[config.mk]
export PLATFORM = sky130hd
export DESIGN_NAME = spc_spy_reader
export DESIGN_NICKNAME = d
export VERILOG_FILES = /design/src/rtl/spc_spy_reader.sv
export SDC_FILE = /design/constraint.sdc
export NUM_CORES = 1
export LEC_CHECK = 0
export CORE_ASPECT_RATIO = 0.7
export CORE_MARGIN = 1
export CORE_UTILIZATION = 55
export CTS_CLUSTER_SIZE = 28
export DETAILED_ROUTE_END_ITERATION = 7
export DONT_BUFFER_PORTS = 1
export GPL_TIMING_DRIVEN = 0
export PLACE_DENSITY = 0.74
export REMOVE_ABC_BUFFERS = 1
export SLEW_MARGIN = 0
export SYNTH_ARGS = -nofsm -noshare
export SYNTH_HDL_FRONTEND = slang
export SYNTH_SLANG_ARGS = --single-unit
[constraint.sdc]
create_clock -name clk -period 1.88 [get_ports clk]
set_input_delay 0.376 -clock clk [delete_from_list [all_inputs] [get_ports clk]]
set_output_delay 0.376 -clock clk [all_outputs]
set_load 0.005 [all_outputs]
[src/rtl/spc_spy_reader.sv]
// Debug-side reader for the SPC return stack: snapshots spcptr on start and streams
// DEPTH entries downward from top-of-stack over a valid/ready handshake, without disturbing the stack.
//
// state | meaning
// IDLE  | waiting for start
// REQ   | requesting the RAM read port; read issued when granted
// READ  | RAM data returning; lost grant sends us back to re-read
// CAPT  | register {offset, entry} onto the output
// SEND  | holding out_data until the consumer accepts
module spc_spy_reader #(
  parameter int ADDR_W = 5,
  parameter int DATA_W = 19
) (
  input  logic                       clk,
  input  logic                       reset,
  input  logic                       start,
  input  logic [ADDR_W-1:0]          depth,
  input  logic [ADDR_W-1:0]          spcptr,
  output logic                       req,
  input  logic                       grant,
  output logic [ADDR_W-1:0]          rd_addr,
  output logic                       rd_en,
  input  logic [DATA_W-1:0]          rd_data,
  output logic [ADDR_W+DATA_W-1:0]   out_data,
  output logic                       out_valid,
  input  logic                       out_ready,
  output logic                       busy,
  output logic                       done
);

  typedef enum logic [2:0] {S_IDLE, S_REQ, S_READ, S_CAPT, S_SEND} state_t;

  localparam logic [ADDR_W:0]   CNT_ONE  = (ADDR_W+1)'(1);
  localparam logic [ADDR_W:0]   CNT_FULL = {1'b1, {ADDR_W{1'b0}}};
  localparam logic [ADDR_W-1:0] OFS_ONE  = ADDR_W'(1);

  state_t              state, state_nxt;
  logic [ADDR_W-1:0]   base;
  logic [ADDR_W-1:0]   offset;
  logic [ADDR_W:0]     count;
  logic [DATA_W-1:0]   data_q;
  logic                launch;
  logic                accept;
  logic                last;

  // A start landing in the done cycle is treated as arriving while still busy.
  assign launch  = (state == S_IDLE) && start && !done;
  assign accept  = (state == S_SEND) && out_ready;
  assign last    = (count == CNT_ONE);
  assign rd_addr = base - offset;

  always_ff @(posedge clk or posedge reset) begin
    if (reset) state <= S_IDLE;
    else       state <= state_nxt;
  end

  always_comb begin
    state_nxt = state;
    req       = 1'b0;
    rd_en     = 1'b0;
    case (state)
      S_IDLE: begin
        if (launch) state_nxt = S_REQ;
      end
      S_REQ: begin
        req = 1'b1;
        if (grant) begin
          rd_en     = 1'b1;
          state_nxt = S_READ;
        end
      end
      S_READ: begin
        req       = 1'b1;
        state_nxt = grant ? S_CAPT : S_REQ;
      end
      S_CAPT: begin
        req       = 1'b1;
        state_nxt = S_SEND;
      end
      S_SEND: begin
        if (out_ready) state_nxt = last ? S_IDLE : S_REQ;
      end
      default: state_nxt = S_IDLE;
    endcase
  end

  always_ff @(posedge clk or posedge reset) begin
    if (reset) begin
      base      <= '0;
      offset    <= '0;
      count     <= '0;
      data_q    <= '0;
      out_data  <= '0;
      out_valid <= 1'b0;
      busy      <= 1'b0;
      done      <= 1'b0;
    end else begin
      done <= 1'b0;
      if (launch) begin
        base   <= spcptr;
        count  <= (depth == '0) ? CNT_FULL : {1'b0, depth};
        offset <= '0;
        busy   <= 1'b1;
      end
      if (state == S_READ && grant) data_q <= rd_data;
      if (state == S_CAPT) begin
        out_data  <= {offset, data_q};
        out_valid <= 1'b1;
      end
      if (accept) begin
        out_valid <= 1'b0;
        offset    <= offset + OFS_ONE;
        count     <= count - CNT_ONE;
        if (last) begin
          busy <= 1'b0;
          done <= 1'b1;
        end
      end
    end
  end

endmodule

### Cell classes on the final placement, run 1

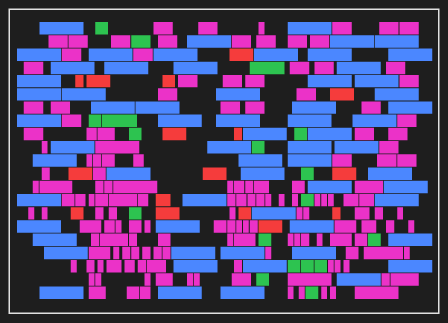
[remaining buffers and delay cells] green | cells: 18
[remaining logic cells] magenta | cells: 155
[clock drivers and dummy loads] red | cells: 16
[registers] blue | cells: 65
Finished Cell Area: 0.00329 mm²
core area: 0.00489 mm²
sequential cell area share: 49.4%
utilization after layout: 67.4%

### Power grid, run 1

The bar under the picture is 20 µm long. Pins as bars on the die edge.
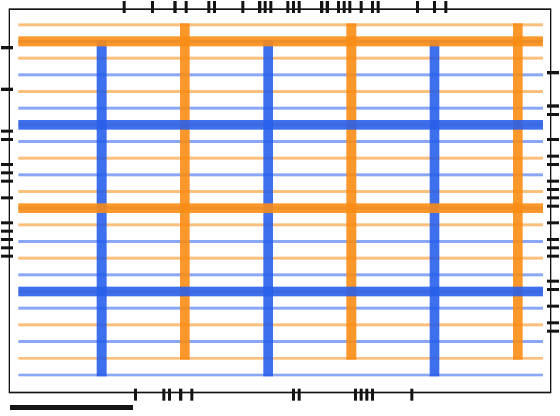
[VSS] blue
[VDD] orange
signal pins: 68
rows: 21
die width: 88.1 µm
Die H: 62.2 µm
VDD IR max: 0.000775 V

==> reports/qor.txt, run 1 <==
outcome: complete, but fails checks
failing checks: setup timing
power per cell area: 1600 mW/mm²
I/O pins: 68
Hold Crit Class: input pin to async pin
synth top area cells: dfrtp_1 57%, mux2_2 15%, nand2_1 3.3%, ha_1 3.1%, o21ai_0 1.8%
via count: 1782
global placer's final weighted congestion: 0.776
grt met1 use: 29.1%
max_cap viols: 0
# placed instances: 290
Post-DP Area: 0.00293 mm²
Non-clk invs: 11
Flops: 65
R2R Path Start: state[2]
top cell category: sequential cells
number of global-route vias before repair: 1770
first-pass GRT wire length: 8.57 mm
Ys Warns: 0
power consumption: 5270 µW
asr flop ratio synth: 100%
worst path cell trace: inv_2 > ha_4 > inv_2 > fa_2 > a21o_1 > a21oi_2 > xnor2_2
fp util: 58.3%
Mapped Cells: 228
n_diodes: 0
startpoint types: flip-flop
Critical Path AT: 1.78 ns
yosys adder share: 3.77%
H-Tree Level Count: 3
WP depth: 7
Setup violations, final: 3
Pint: 3470 µW
Mapped Avg Cell Area: 12.5 µm²
Critical Path Max Stage Delay: 0.38 ns
CP bufs+invs: 2
number of enable flip-flop cells: 0
final worst setup slack: -0.273 ns
number of logic gates: 144
### Clock distribution, run 1

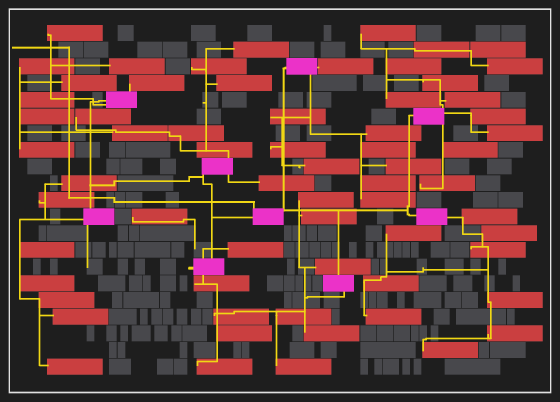
[clock-net drivers] magenta | count: 9
[flip-flops] red | count: 65
[clock wires] yellow | length: 742 µm
flops lie: spread over the die
routed clock nets: 10
Layout Skew: 0.00653 ns
clock latency on the worst-skew pair: 0.33 ns
clock power share: 19.1%

==> run 2: changes to the inputs <==
--- a/config.mk
+++ b/config.mk
@@ -5,6 +5,8 @@
 export SDC_FILE = /design/constraint.sdc
 export NUM_CORES = 1
 export LEC_CHECK = 0
+export ABC_AREA = 1
+export CAP_MARGIN = 5
 export CORE_ASPECT_RATIO = 0.7
 export CORE_MARGIN = 1
 export CORE_UTILIZATION = 55
### Cell classes on the final placement, run 2

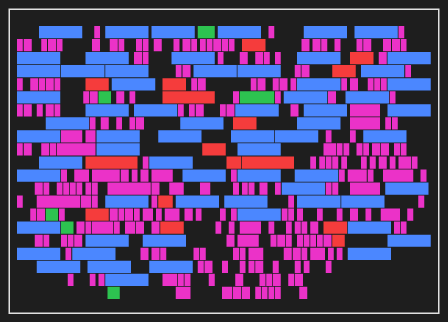
[remaining buffers and delay cells] green | cells: 6
[remaining logic cells] magenta | cells: 261
[registers] blue | cells: 65
[clock drivers and dummy loads] red | cells: 16
Finished Cell Area: 0.00334 mm²
sequential cell area share: 48.7%
utilization after layout: 67.6%

==> run 2 against run 1 <==
The run still ends with setup timing left; register-to-register slack improved by 0.22 ns; utilization increased by 0.17 points; fmax decreased by 1.7%; clock skew decreased by 0.0018 ns; first-iteration DRC count increased by 110%; sequential power about the same; final cell count increased by 29%; hold slack improved by 0.18 ns; combinational power decreased by 3%; non-clock buffer count decreased by 12; wire length increased by 6.1%; largest cell class unchanged; largest power group unchanged.
==> reports/qor.txt, run 2 <==
# placed instances: 396 (+37%)
outcome: complete, but fails checks
Hold Crit Class: input pin to flip-flop
Mapped Cells: 336 (+47%)
Non-CTS buffers: 6
number of enable flip-flop cells: 0 (unchanged)
global placer's final weighted congestion: 0.838 (+8.0%)
R2R Path Start: state[2]
CP bufs+invs: 1 (-1)
final worst setup slack: -0.310 ns (-0.0373 ns)
startpoint types: flip-flop
Die H: 63.1 µm (+1.4%)
Non-clk invs: 45 (+34)
power per cell area: 1700 mW/mm² (+6.2%)
Critical Path Max Stage Delay: 0.41 ns (+0.03 ns)
Mapped Avg Cell Area: 8.73 µm² (-30%)
number of global-route vias before repair: 2062 (+16%)
power consumption: 5670 µW (+7.6%)
via count: 2105 (+18%)
I/O pins: 68 (unchanged)
grt met3 use: 10.5%
fp util: 59.4% (+1.0 points)
number of logic gates: 216 (+50%)
die width: 89.3 µm (+1.4%)
Setup violations, final: 3 (unchanged)
core area: 0.00494 mm² (+1.1%)
n_diodes: 0 (unchanged)
grt met1 use: 29.3% (+0.10 points)
Pint: 3590 µW (+3.5%)
yosys adder share: 3.67% (-0.10 points)
VDD IR max: 0.000895 V (+16%)
Pre-antenna DRT Iters: 4
Flops: 65 (unchanged)
max_cap viols: 0 (unchanged)
failing checks: setup timing
synth top area cells: dfrtp_1 55%, nand2_1 11%, inv_1 5.8%, o21ai_0 5.1%, nor2_1 4.5%
Post-DP Area: 0.00298 mm² (+1.8%)
Ys Warns: 0 (unchanged)
worst path cell trace: ha_4 > inv_2 > fa_2 > nand2_2 > nand2_2 > a21oi_2 > xor2_1
### Clock distribution, run 2

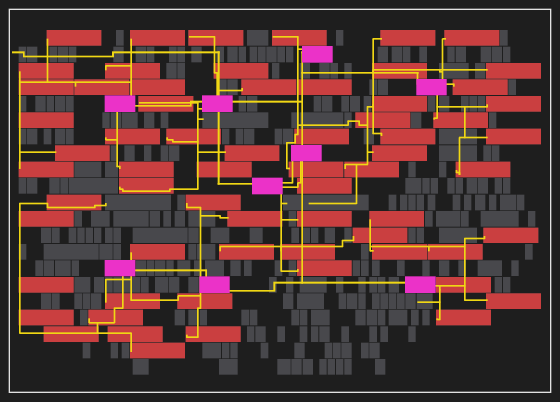
[flip-flops] red | count: 65
[clock-net drivers] magenta | count: 9
[clock wires] yellow | length: 788 µm
flops lie: spread over the die
routed clock nets: 10
Power Clock: 1470 µW
clock power share: 26.0%
Layout Skew: 0.00475 ns
clock latency on the worst-skew pair: 0.34 ns

==> run 3: changes to the inputs <==
--- a/config.mk
+++ b/config.mk
@@ -16,6 +16,7 @@
 export GPL_TIMING_DRIVEN = 0
 export PLACE_DENSITY = 0.74
 export REMOVE_ABC_BUFFERS = 1
+export SETUP_SLACK_MARGIN = 0.02
 export SLEW_MARGIN = 0
 export SYNTH_ARGS = -nofsm -noshare
 export SYNTH_HDL_FRONTEND = slang
### Power grid, run 3

The bar under the picture is 20 µm long. Pins as bars on the die edge.
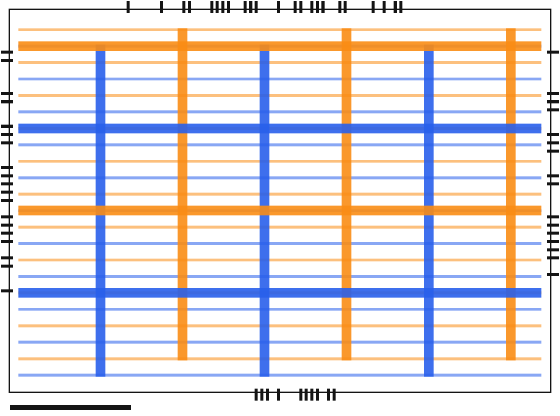
die width: 89.3 µm
VDD IR max: 0.000899 V
Die H: 63.1 µm

==> run 3 against run 2 <==
The flow still finishes with violations (setup timing); non-clock buffer count unchanged; total power about the same; largest cell class unchanged; first-iteration DRC count decreased by 13%; sequential share of layout area unchanged; die size unchanged; hold slack about the same.
==> reports/qor.txt, run 3 <==
CP bufs+invs: 1 (unchanged)
worst path cell trace: ha_4 > inv_2 > fa_2 > nand2_2 > nand2_2 > a21oi_2 > xor2_1
Flops: 65 (unchanged)
Power Clock: 1470 µW (about the same)
final worst setup slack: -0.314 ns (-0.00411 ns)
Pre-antenna DRT Iters: 4 (unchanged)
clock power share: 26.0% (about the same)
Hold Crit Class: input pin to flip-flop
Mapped Cells: 336 (unchanged)
FF/Latch Area: 0.00163 mm²
Pint: 3590 µW (about the same)
outcome: complete, but fails checks
fp util: 59.4% (unchanged)
Non-clk invs: 45 (unchanged)
number of global-route vias before repair: 2064 (+0.097%)
number of logic gates: 216 (unchanged)
via count: 2098 (-0.33%)
number of enable flip-flop cells: 0 (unchanged)
Post-DP Area: 0.00298 mm² (unchanged)
Setup violations, final: 3 (unchanged)
grt met1 use: 29.3% (unchanged)
utilization after layout: 67.6% (unchanged)
clock latency on the worst-skew pair: 0.34 ns (about the same)
crit path time final: 2.19 ns
# placed instances: 396 (unchanged)
R2R Path Start: state[1]
yosys adder share: 3.67% (unchanged)
n_diodes: 0 (unchanged)
max_cap viols: 0 (unchanged)
YS chip area: 0.00293 mm²
Hold Path Sink: base[3]
Mapped Avg Cell Area: 8.73 µm² (unchanged)
failing checks: setup timing
Finished Cell Area: 0.00334 mm² (unchanged)
Layout Skew: 0.00483 ns (+0.0000815 ns)
Non-CTS buffers: 6 (unchanged)
synth top area cells: dfrtp_1 55%, nand2_1 11%, inv_1 5.8%, o21ai_0 5.1%, nor2_1 4.5%
startpoint types: flip-flop
power consumption: 5680 µW (about the same)
grt met3 use: 10.5% (unchanged)
Critical Path Max Stage Delay: 0.42 ns (about the same)
source of the critical timing path: offset[0]
### Cell classes on the final placement, run 3

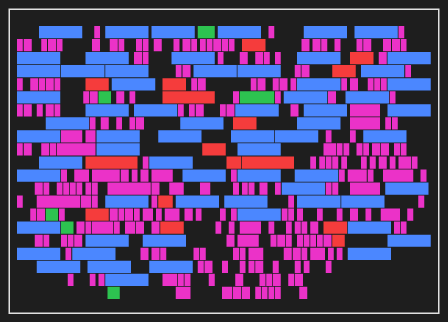
[clock drivers and dummy loads] red | cells: 16
[remaining buffers and delay cells] green | cells: 6
[remaining logic cells] magenta | cells: 261
[registers] blue | cells: 65
core area: 0.00494 mm²
Rows: 21

Power is estimated from default activity; no workload was simulated.
